Fig. 1: run 1, M1 wires
Supply wires on this layer in grey.
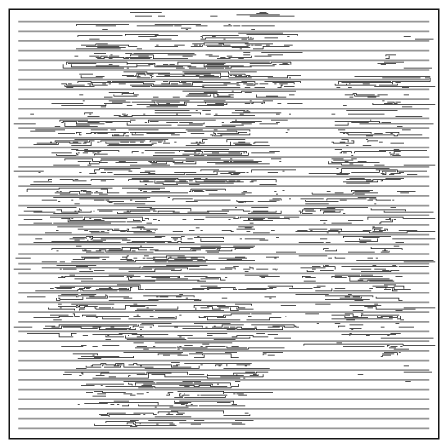
Fig. 2: run 1, M2 wires
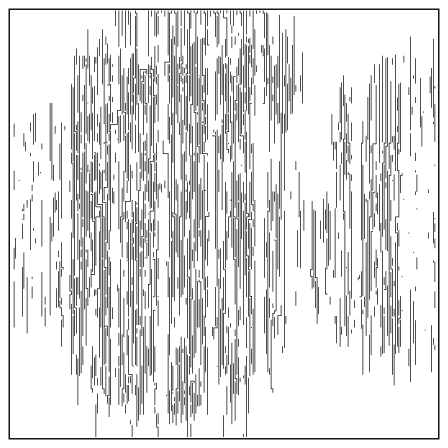
Fig. 3: run 1, M3 wires
Bar = 20 um.
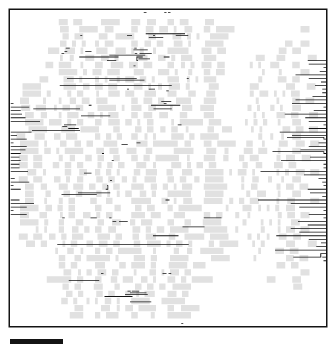
==> config.mk <==
export PLATFORM = sky130hd
export DESIGN_NAME = dpm_port_arbiter
export DESIGN_NICKNAME = d
export VERILOG_FILES = /design/src/rtl/dpm_arb_pkg.sv /design/src/rtl/dpm_rr_pick.sv /design/src/rtl/dpm_port_arbiter.sv
export SDC_FILE = /design/constraint.sdc
export NUM_CORES = 1
export LEC_CHECK = 0
export CAP_MARGIN = 20
export CELL_PAD_IN_SITES_DETAIL_PLACEMENT = 2
export CELL_PAD_IN_SITES_GLOBAL_PLACEMENT = 2
export CORE_MARGIN = 2
export CORE_UTILIZATION = 17
export DETAILED_ROUTE_END_ITERATION = 6
export PLACE_DENSITY = 0.87
export RECOVER_POWER = 100
export SYNTH_ARGS = -nofsm -noshare
export SYNTH_HDL_FRONTEND = slang
export SYNTH_HIERARCHICAL = 1
export SYNTH_SLANG_ARGS = --single-unit
==> constraint.sdc <==
create_clock -name clk -period 4.6 [get_ports clk]
set_clock_uncertainty 0.05 [all_clocks]
set_input_delay 0.69 -clock clk [delete_from_list [all_inputs] [get_ports clk]]
set_output_delay 0.69 -clock clk [all_outputs]
set_load 0.05 [all_outputs]
==> src/rtl/dpm_arb_pkg.sv <==
`default_nettype none
// ============================================================================
//  Module   : dpm_arb_pkg
//  Purpose  : Shared constants, helper function and types for the dual-port
//             memory port arbiter.
//             - req_idx_w()  : index width for a given requester count
//             - rsp_tag_t    : per-port response tag {vld, id}
//             - STATS_W      : width of the optional conflict counter
//  Revision : 1.0  initial release
// ============================================================================
package dpm_arb_pkg;

    localparam int STATS_W   = 16;
    // Widest requester index supported (NUM_REQ <= 8).
    localparam int MAX_IDX_W = 3;

    // Index width for n requesters; never narrower than one bit.
    function automatic int req_idx_w(input int n);
        return (n <= 2) ? 1 : $clog2(n);
    endfunction

    // Remembers which requester a read issued on a port belongs to, so the
    // registered memory data can be steered back one cycle later.
    typedef struct packed {
        logic                 vld;
        logic [MAX_IDX_W-1:0] id;
    } rsp_tag_t;

endpackage
`default_nettype wire

==> src/rtl/dpm_rr_pick.sv <==
`default_nettype none
// ============================================================================
//  Module   : dpm_rr_pick
//  Purpose  : Rotating-priority picker. Scans mask starting at index start,
//             wrapping past N-1 back to 0, and returns the first set bit.
//  Ports    : mask  [N-1:0]      candidate requesters
//             start [IDX_W-1:0]  first index to consider (must be < N)
//             found              at least one candidate present
//             idx   [IDX_W-1:0]  winning index (0 when nothing found)
//  Revision : 1.0  initial release
// ============================================================================
module dpm_rr_pick #(
    parameter int N     = 4,
    parameter int IDX_W = 2
) (
    input  logic [N-1:0]     mask,
    input  logic [IDX_W-1:0] start,
    output logic             found,
    output logic [IDX_W-1:0] idx
);

    int w_cand;

    // Walk the scan order backwards so the candidate closest to start is the
    // last one written and therefore wins.
    always_comb begin
        found  = 1'b0;
        idx    = '0;
        w_cand = 0;
        for (int k = N - 1; k >= 0; k--) begin
            w_cand = int'(start) + k;
            if (w_cand >= N) begin
                w_cand = w_cand - N;
            end
            if (mask[w_cand]) begin
                found = 1'b1;
                idx   = IDX_W'(w_cand);
            end
        end
    end

endmodule
`default_nettype wire

==> src/rtl/dpm_port_arbiter.sv <==
`default_nettype none
// ============================================================================
//  Module   : dpm_port_arbiter
//  Purpose  : Shares one dual-port memory (registered read, 1-cycle latency)
//             between NUM_REQ requesters. Grants up to two requests per cycle
//             with round-robin fairness, never issuing a same-address pair
//             that involves a write, and routes read data back to the
//             originating requester one cycle after the grant.
//  Ports    : clk, rst_n (synchronous, active-low)
//             req/req_we/req_addr/req_wdata  requester side (packed per slot)
//             gnt                            combinational grant
//             rsp_valid/rsp_rdata            read return (packed per slot)
//             mem_we*/mem_addr*/mem_wdata*   memory drive, ports 0 and 1
//             mem_rdata0/1                   registered memory read data
//             conflict_cnt                   only with DPM_ARB_STATS_EN
//  Options  : `define DPM_ARB_STATS_EN adds a 16-bit saturating counter of
//             cycles in which a requester was skipped for port 1 because of
//             an address conflict.
//  Revision : 1.0  initial release
// ============================================================================
module dpm_port_arbiter
    import dpm_arb_pkg::*;
#(
    parameter int NUM_REQ    = 4,
    parameter int DATA_DEPTH = 3,
    parameter int DATA_WIDTH = 8
) (
    input  logic                          clk,
    input  logic                          rst_n,
    input  logic [NUM_REQ-1:0]            req,
    input  logic [NUM_REQ-1:0]            req_we,
    input  logic [NUM_REQ*DATA_DEPTH-1:0] req_addr,
    input  logic [NUM_REQ*DATA_WIDTH-1:0] req_wdata,
    output logic [NUM_REQ-1:0]            gnt,
    output logic [NUM_REQ-1:0]            rsp_valid,
    output logic [NUM_REQ*DATA_WIDTH-1:0] rsp_rdata,
    output logic                          mem_we0,
    output logic                          mem_we1,
    output logic [DATA_DEPTH-1:0]         mem_addr0,
    output logic [DATA_DEPTH-1:0]         mem_addr1,
    output logic [DATA_WIDTH-1:0]         mem_wdata0,
    output logic [DATA_WIDTH-1:0]         mem_wdata1,
    input  logic [DATA_WIDTH-1:0]         mem_rdata0,
    input  logic [DATA_WIDTH-1:0]         mem_rdata1
`ifdef DPM_ARB_STATS_EN
    ,
    output logic [STATS_W-1:0]            conflict_cnt
`endif
);

    localparam int c_idx_w = req_idx_w(NUM_REQ);

    logic [c_idx_w-1:0]    r_rr_ptr;
    rsp_tag_t              r_p0_tag;
    rsp_tag_t              r_p1_tag;

    logic                  w_found0;
    logic                  w_found1;
    logic [c_idx_w-1:0]    w_win0;
    logic [c_idx_w-1:0]    w_win1;
    logic [c_idx_w-1:0]    w_start1;
    logic [NUM_REQ-1:0]    w_win0_oh;
    logic [NUM_REQ-1:0]    w_compat;
    logic [NUM_REQ-1:0]    w_mask1;
    logic                  w_conflict;
    logic                  w_g0;
    logic                  w_g1;
    logic                  w_we0;
    logic                  w_we1;
    logic [DATA_DEPTH-1:0] w_addr0;
    logic [DATA_DEPTH-1:0] w_addr1;
    logic [DATA_WIDTH-1:0] w_wdata0;
    logic [DATA_WIDTH-1:0] w_wdata1;

    // Index following idx, wrapping at NUM_REQ (which need not be a power
    // of two).
    function automatic logic [c_idx_w-1:0] f_next(input logic [c_idx_w-1:0] idx);
        return (idx == c_idx_w'(NUM_REQ - 1)) ? '0 : idx + 1'b1;
    endfunction

    dpm_rr_pick #(.N(NUM_REQ), .IDX_W(c_idx_w)) u_pick0 (
        .mask  (req),
        .start (r_rr_ptr),
        .found (w_found0),
        .idx   (w_win0)
    );

    // Port-0 winner's attributes, then compatibility of every other request
    // against it: a different address, or both sides reading.
    always_comb begin
        w_we0     = 1'b0;
        w_addr0   = '0;
        w_wdata0  = '0;
        w_win0_oh = '0;
        w_compat  = '0;
        for (int i = 0; i < NUM_REQ; i++) begin
            if (w_found0 && (w_win0 == c_idx_w'(i))) begin
                w_we0        = req_we[i];
                w_addr0      = req_addr[i*DATA_DEPTH +: DATA_DEPTH];
                w_wdata0     = req_wdata[i*DATA_WIDTH +: DATA_WIDTH];
                w_win0_oh[i] = 1'b1;
            end
        end
        for (int j = 0; j < NUM_REQ; j++) begin
            w_compat[j] = (req_addr[j*DATA_DEPTH +: DATA_DEPTH] != w_addr0) ||
                          (!req_we[j] && !w_we0);
        end
    end

    assign w_start1   = f_next(w_win0);
    assign w_mask1    = req & ~w_win0_oh & w_compat & {NUM_REQ{w_found0}};
    assign w_conflict = w_found0 && (|(req & ~w_win0_oh & ~w_compat));

    dpm_rr_pick #(.N(NUM_REQ), .IDX_W(c_idx_w)) u_pick1 (
        .mask  (w_mask1),
        .start (w_start1),
        .found (w_found1),
        .idx   (w_win1)
    );

    always_comb begin
        w_we1    = 1'b0;
        w_addr1  = '0;
        w_wdata1 = '0;
        for (int i = 0; i < NUM_REQ; i++) begin
            if (w_found1 && (w_win1 == c_idx_w'(i))) begin
                w_we1    = req_we[i];
                w_addr1  = req_addr[i*DATA_DEPTH +: DATA_DEPTH];
                w_wdata1 = req_wdata[i*DATA_WIDTH +: DATA_WIDTH];
            end
        end
    end

    // Nothing is granted while reset is held, so memory is never written
    // and no requester believes its request was taken.
    assign w_g0 = w_found0 & rst_n;
    assign w_g1 = w_found1 & rst_n;

    always_comb begin
        gnt = '0;
        if (w_g0) begin
            gnt[w_win0] = 1'b1;
        end
        if (w_g1) begin
            gnt[w_win1] = 1'b1;
        end
    end

    assign mem_we0    = w_g0 & w_we0;
    assign mem_addr0  = w_g0 ? w_addr0  : '0;
    assign mem_wdata0 = w_g0 ? w_wdata0 : '0;
    assign mem_we1    = w_g1 & w_we1;
    assign mem_addr1  = w_g1 ? w_addr1  : '0;
    assign mem_wdata1 = w_g1 ? w_wdata1 : '0;

    always_ff @(posedge clk) begin
        if (!rst_n) begin
            r_rr_ptr <= '0;
            r_p0_tag <= '0;
            r_p1_tag <= '0;
        end else begin
            if (w_g1) begin
                r_rr_ptr <= f_next(w_win1);
            end else if (w_g0) begin
                r_rr_ptr <= f_next(w_win0);
            end
            r_p0_tag.vld <= w_g0 & ~w_we0;
            r_p0_tag.id  <= MAX_IDX_W'(w_win0);
            r_p1_tag.vld <= w_g1 & ~w_we1;
            r_p1_tag.id  <= MAX_IDX_W'(w_win1);
        end
    end

    // The two tags always name different requesters, so at most one port
    // lands in any slot.
    always_comb begin
        rsp_valid = '0;
        rsp_rdata = '0;
        for (int i = 0; i < NUM_REQ; i++) begin
            if (rst_n && r_p0_tag.vld && (r_p0_tag.id == MAX_IDX_W'(i))) begin
                rsp_valid[i]                         = 1'b1;
                rsp_rdata[i*DATA_WIDTH +: DATA_WIDTH] = mem_rdata0;
            end
            if (rst_n && r_p1_tag.vld && (r_p1_tag.id == MAX_IDX_W'(i))) begin
                rsp_valid[i]                         = 1'b1;
                rsp_rdata[i*DATA_WIDTH +: DATA_WIDTH] = mem_rdata1;
            end
        end
    end

`ifdef DPM_ARB_STATS_EN
    logic [STATS_W-1:0] r_conflict_cnt;

    always_ff @(posedge clk) begin
        if (!rst_n) begin
            r_conflict_cnt <= '0;
        end else if (w_conflict && (r_conflict_cnt != {STATS_W{1'b1}})) begin
            r_conflict_cnt <= r_conflict_cnt + 1'b1;
        end
    end

    assign conflict_cnt = r_conflict_cnt;
`else
    // Conflict detection only feeds the statistics counter.
    logic w_unused_conflict;
    assign w_unused_conflict = w_conflict;
`endif

endmodule
`default_nettype wire

==> qor.csv, run 1 <==
stage,metric,value,unit
run_status,status,finished with violations,
run_status,violations,negative setup slack,
worst_setup_path,critPathTopFamily,buffers and inverters,
worst_setup_path,critPathKind,in2out,
cells_and_area,top_regs,"r_p0_tag (3), r_p1_tag (3), r_rr_ptr (2)",
final_timing,final-setup-viol-count,18,
pwr,p_leak,2.24,nW
cells_and_area,nNetsFinal,674,
synth,syn-num-nets,439,
clock_network,root_buffer,clkbuf_16,
place,place_ws,-1600,ps
worst_setup_path,worstReg2RegEnd,r_p1_tag[3]$_SDFF_PN0_,
worst_setup_path,crit_required,3860,ps
worst_setup_path,arrival,5210,ps
floorplan,fp.dieH,120,um
run,drv_cap,0,
cells_and_area,instances_no_fill,770,
clock_network,hold_buffers,0,
detailed_routing,routedWlPerCell,24.1,um
cells_and_area,clk_share,1.35,%
final_timing,whs,715,ps
cells_and_area,sh_seq_area,2.90,%
place,place.gp.congestion,0.834,
pwr,p_int,1.84,mW
synth,mux_share,6.59,%
floorplan,fp-utilization,17.4,%
cells_and_area,nClkBuffers,3,
clock_network,cts_resized,108,
cells_and_area,logic_gate_count,316,
synth,top_cells_by_area,"nand2_1, nor2_1, a21oi_1",
cells_and_area,n_all_buffers,254,
clock_network,clk_path_buf_depth,2,
synth,xor_share,2.67,%
final_timing,setup_ws,-1350,ps
cells_and_area,fillCellCount,1453,
pwr,power.density,706,nW/um^2
synth,yosys_warnings,6,
hold_path,min_path_type,reg2reg,
cells_and_area,design_area,5560,um^2
synth,ys_sh_adder,4.36,%
cells_and_area,largestClassByArea,logic gates,
worst_setup_path,cp_slowest_cell,o311a_1,
clock_network,clkSlewWorstSetupHoldPaths,40,ps
cells_and_area,flop-count,8,
Back to the opening pictures, Fig. 1:
wire length on this layer = 7180 um
nets with wire on the layer = 593

Back to the opening pictures, Fig. 2:
wire length on this layer = 9610 um
share of all routed wire = 52%

Back to the opening pictures, Fig. 3:
nets with wire on the layer = 129
main direction = horizontal
longest straight run = 49.7 um
share of all routed wire = 5.2%
wire length on this layer = 960 um
final wirelength: 18500 um
met3 Usage GRT: 2.45%
vias: 4032

==> run 1 -> run 2 <==
SKIP_LAST_GASP = 1   (was not set)
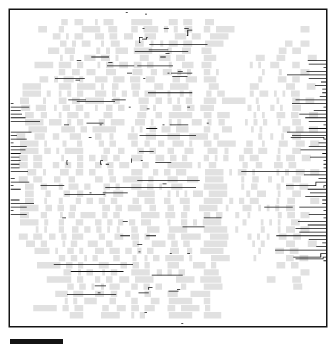
Fig. 4. M3 wires (run 2).
Bar = 20 um.
wire length on this layer = 962 um
main direction = horizontal
longest straight run = 34.3 um
nets with wire on the layer = 138
share of all routed wire = 4.7%
vias: 4154
met3 Usage GRT: 3.07%
final wirelength: 20300 um

==> qor.csv, run 2 <==
stage,metric,value,unit,change
synth,xor_share,2.67,%,unchanged
synth,mux_share,6.59,%,unchanged
pwr,p_int,1.94,mW,+5.1%
pwr,power.density,724,nW/um^2,+2.5%
floorplan,fp-utilization,17.4,%,unchanged
worst_setup_path,cp_slowest_cell,a221oi_2,,
pwr,p_leak,2.31,nW,+3.1%
final_timing,setup_ws,-1140,ps,+211 ps
detailed_routing,routedWlPerCell,26.2,um,+8.7%
cells_and_area,flop-count,8,,unchanged
run_status,violations,negative setup slack,,
synth,syn-num-nets,439,,unchanged
pwr,clock_power_share,3.5,%,
synth,yosys_warnings,6,,unchanged
worst_setup_path,worstSetupPathDepth,26,,
worst_setup_path,crit_start,req[1],,
run,drv_cap,0,,unchanged
run_status,status,finished with violations,,
cells_and_area,logic_gate_count,316,,unchanged
pwr,powerComb,3.86,mW,
clock_network,hold_buffers,0,,unchanged
clock_network,clkSlewWorstSetupHoldPaths,40,ps,about the same
cells_and_area,largestClassByArea,logic gates,,
cells_and_area,nonClkBufAreaFrac,45.5,%,
floorplan,fp.dieH,120,um,unchanged
place,io_buffer_count,133,,
synth,ys_sh_adder,4.36,%,unchanged
worst_setup_path,crit_required,3860,ps,about the same
worst_setup_path,critPathKind,in2out,,
pwr,p_seq,0.139,mW,
place,place_ws,-1600,ps,unchanged
cells_and_area,clk_share,1.31,%,-0.038 points
cells_and_area,instances_no_fill,777,,+0.91%
cells_and_area,n_all_buffers,261,,+2.8%
place,place.gp.congestion,0.834,,unchanged
clock_network,cts_resized,106,,-1.9%
cells_and_area,nNetsFinal,681,,+1.0%
cells_and_area,design_area,5730,um^2,+2.9%
final_timing,final-setup-viol-count,17,,-1
cells_and_area,top_regs,"r_p0_tag (3), r_p1_tag (3), r_rr_ptr (2)",,
grt,gr-usage-met1,26.9,%,
clock_network,root_buffer,clkbuf_16,,
clock_network,clk_path_buf_depth,2,,unchanged
worst_setup_path,endpoint_kind,output pin,,
cells_and_area,sh_seq_area,2.84,%,-0.061 points
final_timing,whs,781,ps,+65.7 ps
cells_and_area,nClkBuffers,3,,unchanged
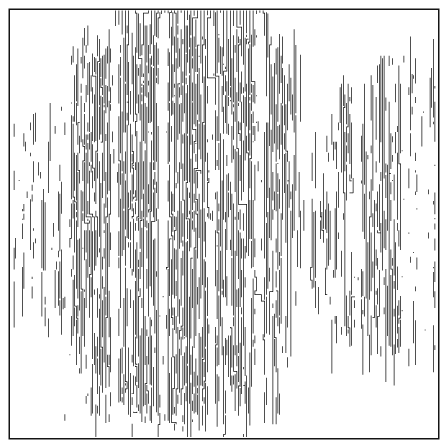
Fig. 5. M2 wires (run 2).
longest straight run = 68.3 um
share of all routed wire = 52%

Power is estimated from default activity; no workload was simulated.
